**Congestion heat map**

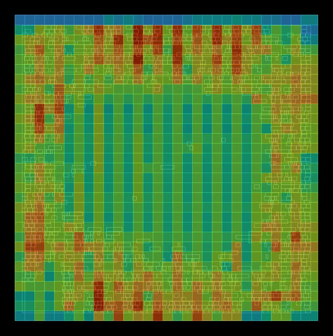
**Clock distribution**

Drawn at 2 px/um.
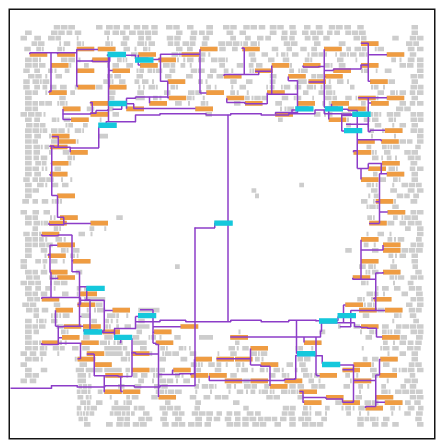
**Sequential cells grouped by signal name**

Drawn at 1 px/um. Other sequential cells in the stronger gray, the rest of the logic in the fainter gray.
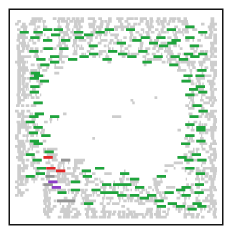
File: src/rtl/pe_link_arbiter.sv
// ============================================================================
// pe_link_arbiter : three-way round-robin burst arbiter onto one shared link
// Revision 1.0
// ============================================================================
`default_nettype none

module pe_link_arbiter #(
  parameter int DATA_WIDTH = 130,
  parameter int BURST_MAX  = 4,
  parameter int CNT_BITS   = 3
) (
  input  logic                  clk,
  input  logic                  reset,
  input  logic                  ap_start,
  input  logic [DATA_WIDTH-1:0] in_data_n,
  input  logic [DATA_WIDTH-1:0] in_data_s,
  input  logic [DATA_WIDTH-1:0] in_data_e,
  input  logic                  in_valid_n,
  input  logic                  in_valid_s,
  input  logic                  in_valid_e,
  input  logic                  in_last_n,
  input  logic                  in_last_s,
  input  logic                  in_last_e,
  output logic                  in_ready_n,
  output logic                  in_ready_s,
  output logic                  in_ready_e,
  output logic [DATA_WIDTH-1:0] out_data,
  output logic                  out_valid,
  output logic                  out_last,
  input  logic                  out_ready,
  output logic [1:0]            grant_id,
  output logic                  busy
);

  typedef enum logic [0:0] {ST_IDLE = 1'b0, ST_SERVE = 1'b1} state_t;

  state_t                r_state;
  state_t                w_state_nxt;
  logic [1:0]            r_rr_ptr;
  logic [CNT_BITS-1:0]   r_burst_cnt;
  logic [1:0]            r_grant_id;
  logic [DATA_WIDTH-1:0] r_out_data;
  logic                  r_out_valid;
  logic                  r_out_last;

  logic [2:0]            w_vld_vec;
  logic [2:0]            w_sum;
  logic [1:0]            w_idx;
  logic [1:0]            w_pick;
  logic                  w_pick_vld;
  logic                  w_grant;
  logic [DATA_WIDTH-1:0] w_g_data;
  logic                  w_g_valid;
  logic                  w_g_last;
  logic                  w_ready;
  logic                  w_accept;
  logic                  w_release;

  assign w_vld_vec = {in_valid_e, in_valid_s, in_valid_n};

  // Scan from the farthest candidate back to rr_ptr so the nearest valid one wins.
  always_comb begin
    w_pick     = 2'd0;
    w_pick_vld = 1'b0;
    w_sum      = 3'd0;
    w_idx      = 2'd0;
    for (int k = 2; k >= 0; k--) begin
      w_sum = {1'b0, r_rr_ptr} + 3'(k);
      w_idx = (w_sum >= 3'd3) ? 2'(w_sum - 3'd3) : w_sum[1:0];
      if (w_vld_vec[w_idx]) begin
        w_pick     = w_idx;
        w_pick_vld = 1'b1;
      end
    end
  end

  always_comb begin
    case (r_grant_id)
      2'd1:    begin w_g_data = in_data_s; w_g_valid = in_valid_s; w_g_last = in_last_s; end
      2'd2:    begin w_g_data = in_data_e; w_g_valid = in_valid_e; w_g_last = in_last_e; end
      default: begin w_g_data = in_data_n; w_g_valid = in_valid_n; w_g_last = in_last_n; end
    endcase
  end

  assign w_ready   = (r_state == ST_SERVE) && ap_start && (!r_out_valid || out_ready);
  assign w_accept  = w_ready && w_g_valid;
  assign w_release = w_accept && (w_g_last || (r_burst_cnt == CNT_BITS'(BURST_MAX - 1)));
  assign w_grant   = (r_state == ST_IDLE) && ap_start && w_pick_vld;

  always_comb begin
    w_state_nxt = r_state;
    in_ready_n  = 1'b0;
    in_ready_s  = 1'b0;
    in_ready_e  = 1'b0;
    case (r_state)
      ST_IDLE: begin
        if (w_grant) w_state_nxt = ST_SERVE;
      end
      ST_SERVE: begin
        in_ready_n = w_ready && (r_grant_id == 2'd0);
        in_ready_s = w_ready && (r_grant_id == 2'd1);
        in_ready_e = w_ready && (r_grant_id == 2'd2);
        if (w_release) w_state_nxt = ST_IDLE;
      end
      default: w_state_nxt = ST_IDLE;
    endcase
  end

  always_ff @(posedge clk or negedge reset) begin
    if (!reset) r_state <= ST_IDLE;
    else        r_state <= w_state_nxt;
  end

  always_ff @(posedge clk or negedge reset) begin
    if (!reset) begin
      r_rr_ptr    <= 2'd0;
      r_burst_cnt <= '0;
      r_grant_id  <= 2'd0;
      r_out_data  <= '0;
      r_out_valid <= 1'b0;
      r_out_last  <= 1'b0;
    end else begin
      if (w_grant) begin
        r_grant_id  <= w_pick;
        r_burst_cnt <= '0;
      end else if (w_accept) begin
        r_burst_cnt <= r_burst_cnt + CNT_BITS'(1);
      end
      if (w_release) r_rr_ptr <= (r_grant_id == 2'd2) ? 2'd0 : r_grant_id + 2'd1;
      // Draining is deliberately independent of ap_start.
      if (w_accept) begin
        r_out_data  <= w_g_data;
        r_out_last  <= w_g_last;
        r_out_valid <= 1'b1;
      end else if (r_out_valid && out_ready) begin
        r_out_valid <= 1'b0;
      end
    end
  end

  assign out_data  = r_out_data;
  assign out_valid = r_out_valid;
  assign out_last  = r_out_last;
  assign grant_id  = r_grant_id;
  assign busy      = (r_state == ST_SERVE) || r_out_valid;

endmodule

`default_nettype wire

File: config.mk
export PLATFORM = sky130hd
export DESIGN_NAME = pe_link_arbiter
export DESIGN_NICKNAME = d
export VERILOG_FILES = /design/src/rtl/pe_link_arbiter.sv
export SDC_FILE = /design/constraint.sdc
export NUM_CORES = 1
export LEC_CHECK = 0
export CORE_AREA = 5 5 207 209
export DETAILED_ROUTE_END_ITERATION = 10
export DIE_AREA = 0 0 212 214
export HOLD_SLACK_MARGIN = 0.12
export PLACE_DENSITY = 0.55
export REMOVE_ABC_BUFFERS = 1
export SLEW_MARGIN = 5
export SYNTH_ARGS = -nofsm -noshare
export SYNTH_HDL_FRONTEND = slang
export SYNTH_SLANG_ARGS = --single-unit
File: constraint.sdc
create_clock -name clk -period 5.25 [get_ports clk]
set_input_delay 1.575 -clock clk [delete_from_list [all_inputs] [get_ports clk]]
set_output_delay 1.575 -clock clk [all_outputs]
set_load 0.01 [all_outputs]
==> impl_metrics.yaml <==
# physical design summary
status:
  status: "finished, final reports clean"
cells_and_area:
  buffer_area_share_pct: 39.44
  num_antenna_cells: 0
  final_cell_mix: "536 x clkdlybuf4s50_1, 140 x dfrtp_1, 135 x nand2_1"
  combGateArea_um2: 3615
  flop-count: 140
  comb_area_share_pct: 25.98
  multiInputCombCellCount: 580
  nFillCells: 4215
  seq_area_share_pct: 25.18
  largest_cell_class: "buffers"
  inv_count: 9
  clock_cell_area_share_pct: 4.361
  seq_area_um2: 3503
  layout-drive-gt1-share_pct: 4.205
  areaGrowthSynthToFinish_pct: 84.63
logic_synthesis:
  yosysUniqueCellTypes: 36
  ys_top_cells_by_count: "140 x dfrtp_1, 135 x nand2_1, 133 x nor2_1, 130 x a221oi_1, 130 x o31ai_1"
  async_reset_ff_share_pct: 100.0
  ys_area_um2: 7537
  top_cell: "dfrtp_1"
  ff_type: "dfrtp_1"
  aoi_share_pct: 30.06
  ys.warnings.count: 0
  ys_ff: 140
  yosys_cells: 819
  synthMuxAreaShare_pct: 0.9960
  simple_gate_area_share_pct: 14.62
  ys_sh_adder_pct: 1.660
  syn_area_per_cell_um2: 9.203
  largest_area_cell: "dfrtp_1"
  syn_area_um2: 7537
  top_cells_by_area: "dfrtp_1 46%, a221oi_1 15%, o31ai_1 13%"
  synthXorXnorAreaFrac_pct: 0.1162
  logic_family: "AND-OR/OR-AND gates"
worst_setup_path:
  ff2ff_path_depth: 8
  worstReg2RegStart: "grant_id[0]"
  worst_ep_arrival_time_ns: 2.98
  endpoint: "in_ready_n"
  r2r-end: "r_rr_ptr[0]"
  crit_path_end_kind: "primary output"
  cp-start-kind: "input port"
  critPathKind: "in -> out"
timing:
  worstMarginPinSlew_ns: 0.9191
  grt_setup_unrepaired: "false"
  holdWs_ns: 0.4728
  drv_slew: 0
  period_minus_slack_ns: 4.555
  setup_violations: 0
  finClkSkew_ns: 0.009135
  clock.fmax_ghz: 0.2195
  relSlewSlack_pct: 38.73
clocking:
  cts_buffers: 17
  cts_resized: 0
  root_buffer: "clkbuf_16"
  h-tree-depth: 4
  cts_tree: "built"
  cts_setup_buffers: 0
  clk_latency_ns: 0.43
  postCtsHoldBufs: 0
  clockBufferDepth: 2
pwr:
  p_leak_nw: 5.575
  switching_share_pct: 41.30
  p_sw_mw: 2.999
  internal_power_mw: 4.262
  ir_drop_mv: 0.2456
  comb_power_share_pct: 56.9
drt:
  firstDrtPassIters: 5
  via_count: 8382
  wire_per_inst_um: 19.34
  vias_per_cell: 4.555
  drc: 0
  drt_iter0_drc: 352
global_routing:
  antenna_found_initial: 1
  grt_pass1_vias: 8692
  grt_usage_pct: 14.96
  grt_start_max_net_pins: 151
  grt.overflow.total: 0
hold_path:
  min_to: "out_data[109]"
  hold_depth: 2
  worst_hold_path_type: "reg -> reg"
run:
  max_cap_violations: 0
placement:
  dp_cells: 1808
  gp_congestion: 0.8202
  io_buffers: 537
die:
  tap-cell-count: 532
  rows: 74
  die_x_um: 212
  io_pins: 538
  die_y_um: 214
## Picture notes: 'congestion heat map'
Final Core Density: 34.24%
M2 GR Usage: 26.34%

## Picture notes: 'clock distribution'
- purple: clock wires (length 2450 um)
- orange: flip-flops (count 140)
- cyan: clock drivers (count 17)
- flops lie: spread over the die
- routed clock nets: 18

## Picture notes: 'sequential cells grouped by signal name'
- green: `out_data` (placed flops 130; where spread over the die)
- red: `r_burst_cnt` (placed flops 3)
- purple: `r_rr_ptr` (placed flops 2)
- not colored: 5

worst max-delay path, stage by stage:
cell,delay (ns)
clkdlybuf4s50_1,0.48
and2_1,0.21
and3_1,0.18
clkdlybuf4s50_1,0.54
metal layers:
layer / routed length [um] / share of wire (%) / global-route usage (%) / vias up
met5: 13 / 0.037 / 0 / -
met4: 621 / 1.7 / 3.887 / 2
met3: 3288 / 9.2 / 5.560 / 30
met2: 17820 / 50 / 26.34 / 374
met1: 13830 / 39 / 17.03 / 3936
li1: - / - / - / 4040
per-stage QoR:
step                utilization, %  worst slack, ns  setup TNS, ns  power [mW]
floorplan                        -           -3.190        -401.93       4.019
global placement             32.74           0.6910              0       6.068
detailed placement           32.74           0.6938              0       6.123
CTS                          34.24           0.6882              0       7.426
global route                 34.24           0.6054              0       7.844
finish                       34.24           0.6952              0       7.261
Power and IR drop assume default switching activity.
